**src/rtl/instr_loader.sv**
```systemverilog
// instr_loader: assembles a serial byte stream into big-endian instruction
// words and writes them to sequential instruction-memory addresses until the
// halt word arrives (DONE, o_valid) or memory fills up without one (ERROR).
module instr_loader #(
    parameter int                 NB_DATA   = 32,
    parameter int                 NB_BYTE   = 8,
    parameter int                 NB_ADDR   = 8,
    parameter logic [NB_DATA-1:0] HALT_WORD = 32'hFFFFFFFF
) (
    input  logic               i_clk,
    input  logic               i_reset,
    input  logic               i_start,
    input  logic [NB_BYTE-1:0] i_rx_data,
    input  logic               i_rx_done,
    output logic               o_wr_en,
    output logic [NB_ADDR-1:0] o_wr_addr,
    output logic [NB_DATA-1:0] o_wr_data,
    output logic               o_loading,
    output logic               o_valid,
    output logic               o_error,
    output logic [NB_ADDR:0]   o_word_count
);

    localparam int                 NB_ASM    = NB_DATA - NB_BYTE;
    localparam logic [NB_ADDR-1:0] LAST_ADDR = '1;
    localparam logic [NB_ADDR-1:0] PTR_ONE   = 1;
    localparam logic [NB_ADDR:0]   WC_ONE    = 1;

    typedef enum logic [1:0] {
        IDLE  = 2'd0,
        LOAD  = 2'd1,
        DONE  = 2'd2,
        ERROR = 2'd3
    } state_t;

    state_t              state_q, state_d;
    logic [NB_ADDR-1:0]  ptr_q, ptr_d;
    logic [1:0]          cnt_q, cnt_d;
    logic [NB_ASM-1:0]   asm_q, asm_d;
    logic                wr_en_q, wr_en_d;
    logic [NB_ADDR-1:0]  wr_addr_q, wr_addr_d;
    logic [NB_DATA-1:0]  wr_data_q, wr_data_d;
    logic                valid_q, valid_d;
    logic                error_q, error_d;
    logic [NB_ADDR:0]    wc_q, wc_d;
    logic [NB_DATA-1:0]  full_word;

    // Next-state logic: i_start overrides everything, including a byte strobe
    // in the same cycle; the 4th byte of a word produces the write pulse.
    always_comb begin
        state_d   = state_q;
        ptr_d     = ptr_q;
        cnt_d     = cnt_q;
        asm_d     = asm_q;
        wr_en_d   = 1'b0;
        wr_addr_d = wr_addr_q;
        wr_data_d = wr_data_q;
        valid_d   = valid_q;
        error_d   = error_q;
        wc_d      = wc_q;
        full_word = {asm_q, i_rx_data};

        if (i_start) begin
            state_d = LOAD;
            ptr_d   = '0;
            cnt_d   = '0;
            asm_d   = '0;
            wc_d    = '0;
            valid_d = 1'b0;
            error_d = 1'b0;
        end else begin
            case (state_q)
                LOAD: begin
                    if (i_rx_done) begin
                        if (cnt_q == 2'd3) begin
                            wr_en_d   = 1'b1;
                            wr_addr_d = ptr_q;
                            wr_data_d = full_word;
                            wc_d      = wc_q + WC_ONE;
                            cnt_d     = '0;
                            asm_d     = '0;
                            // Pointer saturates at the last address; the load
                            // always ends there, so it never wraps within a load.
                            ptr_d     = (ptr_q == LAST_ADDR) ? ptr_q : ptr_q + PTR_ONE;
                            if (full_word == HALT_WORD) begin
                                state_d = DONE;
                            end else if (ptr_q == LAST_ADDR) begin
                                state_d = ERROR;
                                error_d = 1'b1;
                            end
                        end else begin
                            asm_d = full_word[NB_ASM-1:0];
                            cnt_d = cnt_q + 2'd1;
                        end
                    end
                end
                // Valid rises one cycle after the halt write pulse so the
                // memory write has committed before fetch starts.
                DONE:    valid_d = 1'b1;
                default: ;
            endcase
        end
    end

    // State and output registers with synchronous reset.
    always_ff @(posedge i_clk) begin
        if (i_reset) begin
            state_q   <= IDLE;
            ptr_q     <= '0;
            cnt_q     <= '0;
            asm_q     <= '0;
            wr_en_q   <= 1'b0;
            wr_addr_q <= '0;
            wr_data_q <= '0;
            valid_q   <= 1'b0;
            error_q   <= 1'b0;
            wc_q      <= '0;
        end else begin
            state_q   <= state_d;
            ptr_q     <= ptr_d;
            cnt_q     <= cnt_d;
            asm_q     <= asm_d;
            wr_en_q   <= wr_en_d;
            wr_addr_q <= wr_addr_d;
            wr_data_q <= wr_data_d;
            valid_q   <= valid_d;
            error_q   <= error_d;
            wc_q      <= wc_d;
        end
    end

    assign o_wr_en      = wr_en_q;
    assign o_wr_addr    = wr_addr_q;
    assign o_wr_data    = wr_data_q;
    assign o_loading    = (state_q == LOAD);
    assign o_valid      = valid_q;
    assign o_error      = error_q;
    assign o_word_count = wc_q;

endmodule

```
**config.mk**
```make
export PLATFORM = sky130hd
export DESIGN_NAME = instr_loader
export DESIGN_NICKNAME = d
export VERILOG_FILES = /design/src/rtl/instr_loader.sv
export SDC_FILE = /design/constraint.sdc
export NUM_CORES = 1
export LEC_CHECK = 0
export CAP_MARGIN = 15
export CORE_ASPECT_RATIO = 0.75
export CORE_MARGIN = 4
export CORE_UTILIZATION = 40
export DETAILED_ROUTE_END_ITERATION = 7
export MAX_ROUTING_LAYER = met4
export SLEW_MARGIN = 20
export SYNTH_ARGS = -nofsm -noshare
export SYNTH_HDL_FRONTEND = slang
export SYNTH_SLANG_ARGS = --single-unit
```
**constraint.sdc**
```tcl
create_clock -name i_clk -period 3.4 [get_ports i_clk]
set_input_delay 0.34 -clock i_clk [delete_from_list [all_inputs] [get_ports i_clk]]
set_output_delay 0.34 -clock i_clk [all_outputs]
set_load 0.005 [all_outputs]
```
Figure 1. Gate families picked out (run 1).
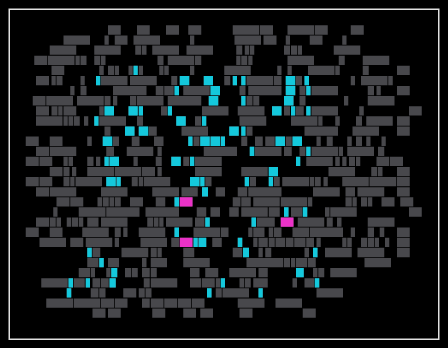
legend:
  cyan:
    family: NOR gates
    cells: 74
  magenta:
    family: multiplexers
    cells: 3

Figure 2. Zoomed window (run 1).
The bar under the picture is 5 um long. Window x 48 to 68, y 52 to 72 um. Cells in gray, sequential cells in the stronger gray; small squares are vias.
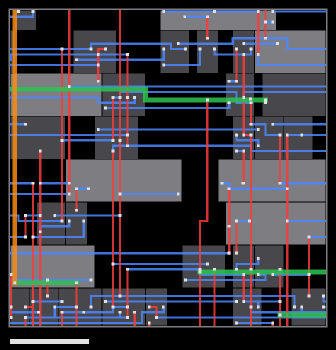
legend:
  blue:
    layer: met1
  red:
    layer: met2
  green:
    layer: met3
  orange:
    layer: met4
sequential cells in the window: 6
netlist names of flops here include: asm_q (6)
cells with their middle in the window: 28
most frequent: a21oi_1 (7), nor2_1 (7)

Figure 3. Clock routing (run 1).
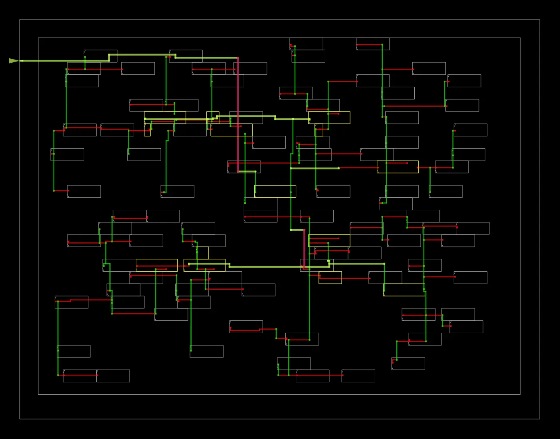
total CTS buffers: 9
CLK BUF: 11

==> Changelog: implementation, run 1 <==
### Metrics

- Clock period minus worst slack: 1970 ps
- Antenna cells: 0
- H-tree depth: 3
- Syn Std Cell Area: 3440 um2
- Power Combinational: 0.0606 mW
- Register share of the cell area: 40.0%
- Flip-flop count of the largest register after layout: 32
- Pre-CTS setup slack: 1130 ps
- Cell taking the most area after synthesis: dfxtp_1
- Grt ovf: 0
- Placed Cells incl. Taps: 566
- GP Congestion: 0.860
- Most numerous logic cells after layout: nand2_1, dfxtp_1, a21oi_1
- Core Rows: 29
- Crit path to: o_wr_data[14]
- Filler cells: 818
- Post-synth EDFFs: 0
- Busiest metal layer after global routing: met1
- IO Count: 65
- Fp_density: 40.9%
- Vias per inst: 5.13
- Vias: 2973
- GRT met3 Usage: 5.81%
- Tot Pwr: 1.98 mW
- Yosys warns: 0
- Post-Syn Area per Cell: 8.31 um2
- Crit-path leading delay family: simple AND/OR/NAND/NOR gates
- Mux frac, synth: 0.872%
- Core region area: 8420 um2
- Area grow syn2layout: 28.0%
- Finished Cell Area: 4410 um2
- Sequential power share: 52.5%
- Hold depth: 2
- Cells after synthesis: 414
- YS chip area: 3440 um2
- Crit Path Category: flop to flop
- Hold path start: o_wr_addr[1]
- Outcome: finished clean
- M2 GR Usage: 24.5%
- Cell Chain, Critical Path: ha_1, nand4b_1, nor2_2, buf_4, nand2_1, a21oi_1
- Clock power share: 44.4%
- FF-to-FF End: o_wr_data[14]
- Die width: 115 um
- Basic Gates by Area: 27.1%
- Finished Layout Cells: 580
- Flops out of synthesis: 88
- Tcrit/Tclk final: 58.0%
- Global-route wire length before repair: 13900 um
- Routed WL: 8260 um
- Top area cell types: dfxtp_1, a21oi_1, nand2_1
- Final setup viols: 0
- Log Warnings: 26
- R2r startpoint: cnt_q[0]
==> run 1 -> run 2 <==
Clock period 3.4 ns to 2.06 ns, I/O delays scaled along.
Figure 4. Clock routing (run 2).
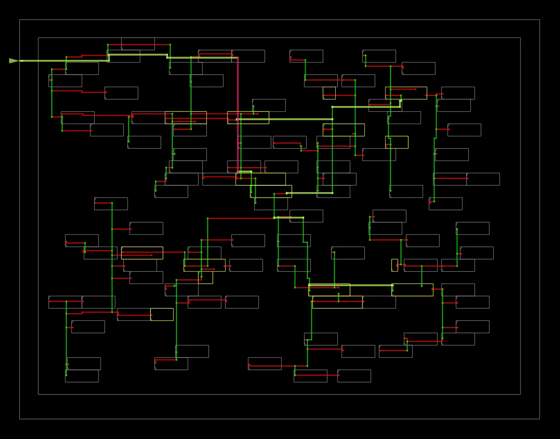
CTS sink count: 88
Clock Power: 1.77 mW
Seq cells: 88

Figure 5. Routed metal per tile (run 2).
The die is cut into 23 by 18 equal tiles; white is low, dark blue is high, scaled to the fullest tile. Values are wire area over tile area, all layers added.
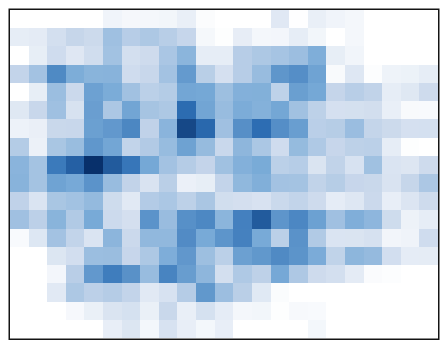
fullest tile: 0.50
emptiest ninth of the die: bottom right
tiles over half the peak: 15%

Figure 6. Gate families picked out (run 2).
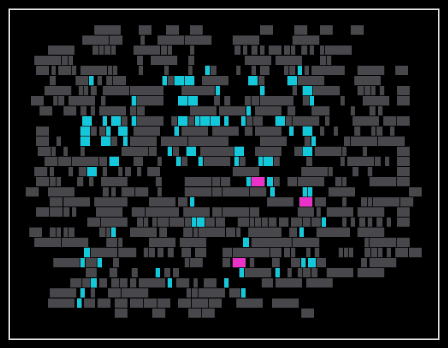
legend:
  cyan:
    family: NOR gates
    cells: 74
  magenta:
    family: multiplexers
    cells: 3
most numerous logic cell after layout: nand2_1
Finished Layout Cells: 585
multi-input gate share of total cell area: 33.9%

==> Changelog: implementation, run 2 <==
### Metrics

- Outcome: finished clean
- H-tree depth: 3
- Most numerous logic cells after layout: nand2_1, dfxtp_1, a21oi_1
- Crit-path leading delay family: simple AND/OR/NAND/NOR gates
- Placed Cells incl. Taps: 569
- Vias per inst: 5.03
- Worst Hold Endpoint: o_wr_data[0]
- Total CTS buffers: 9
- Count leader, synth: nand2_1
- Chip area: 10200 um2
- Post-synth EDFFs: 0
- GRT met3 Usage: 6.22%
- Core region area: 8420 um2
- Syn Std Cell Area: 3440 um2
- Slew @ Worst Pin: 435 ps
- Cell Chain, Critical Path: ha_1, nand4b_1, buf_4, nor3_1, xnor2_1, nor2_1
- Fmax: 582 MHz
- Tcrit/Tclk final: 83.4%
- Placement Cell Area: 4190 um2
- Cell taking the most area after synthesis: dfxtp_1
- Fp_density: 40.9%
- Crit path to: o_word_count[5]
- Yosys stat cell total: 414
- Core Rows: 29
- Pre-CTS setup slack: 198 ps
- Clock period minus worst slack: 1720 ps
- Filler cells: 817
- Max Cap Viol: 0
- Die width: 115 um
- Flops out of synthesis: 88
- Pwr top: clock
- DRT met1 WL: 4370 um
- Global-route wire length before repair: 14400 um
- CLK BUF: 12
- Basic Gates by Area: 27.1%
- YS chip area: 3440 um2
- Grt ovf: 0
- Comb area leader: simple AND/OR/NAND/NOR gates
- Hold path start: o_wr_data[0]
- Yosys warns: 0
- Finished Cell Area: 4520 um2
- FF-to-FF End: o_word_count[5]
- M2 GR Usage: 24.7%
- Clock-pin slew on the worst setup and hold paths: 60 ps
- Combinational Area: 1540 um2
- IO Count: 65
- Final setup viols: 0
- GP Congestion: 0.803
- Tot Pwr: 3.58 mW
- Flip-flop count of the largest register after layout: 32
- Comb power frac: 2.9%
- Internal power: 2.88 mW
- Power Combinational: 0.104 mW
- Crit Path Category: flop to flop
- Vias: 2941
- Mux frac, synth: 0.872%
- Clock power share: 49.3%
- Hold depth: 2
- Xor+xnor area frac: 2.29%
- Area grow syn2layout: 31.4%
- Critical Path Sink Type: flop
- Tapcells: 108
- Leakage: 1.46 nW
- Ys async rst share: 0%
- Busiest metal layer after global routing: met1
- Routed WL: 8360 um
- Post-Syn Area per Cell: 8.31 um2
- Cells after synthesis: 414
- Sequential power share: 47.8%
- Register share of the cell area: 38.9%
- Log Warnings: 26
- R2r startpoint: cnt_q[0]
- Top area cell types: dfxtp_1, a21oi_1, nand2_1
- Antenna cells: 0
Power and IR drop assume default switching activity.
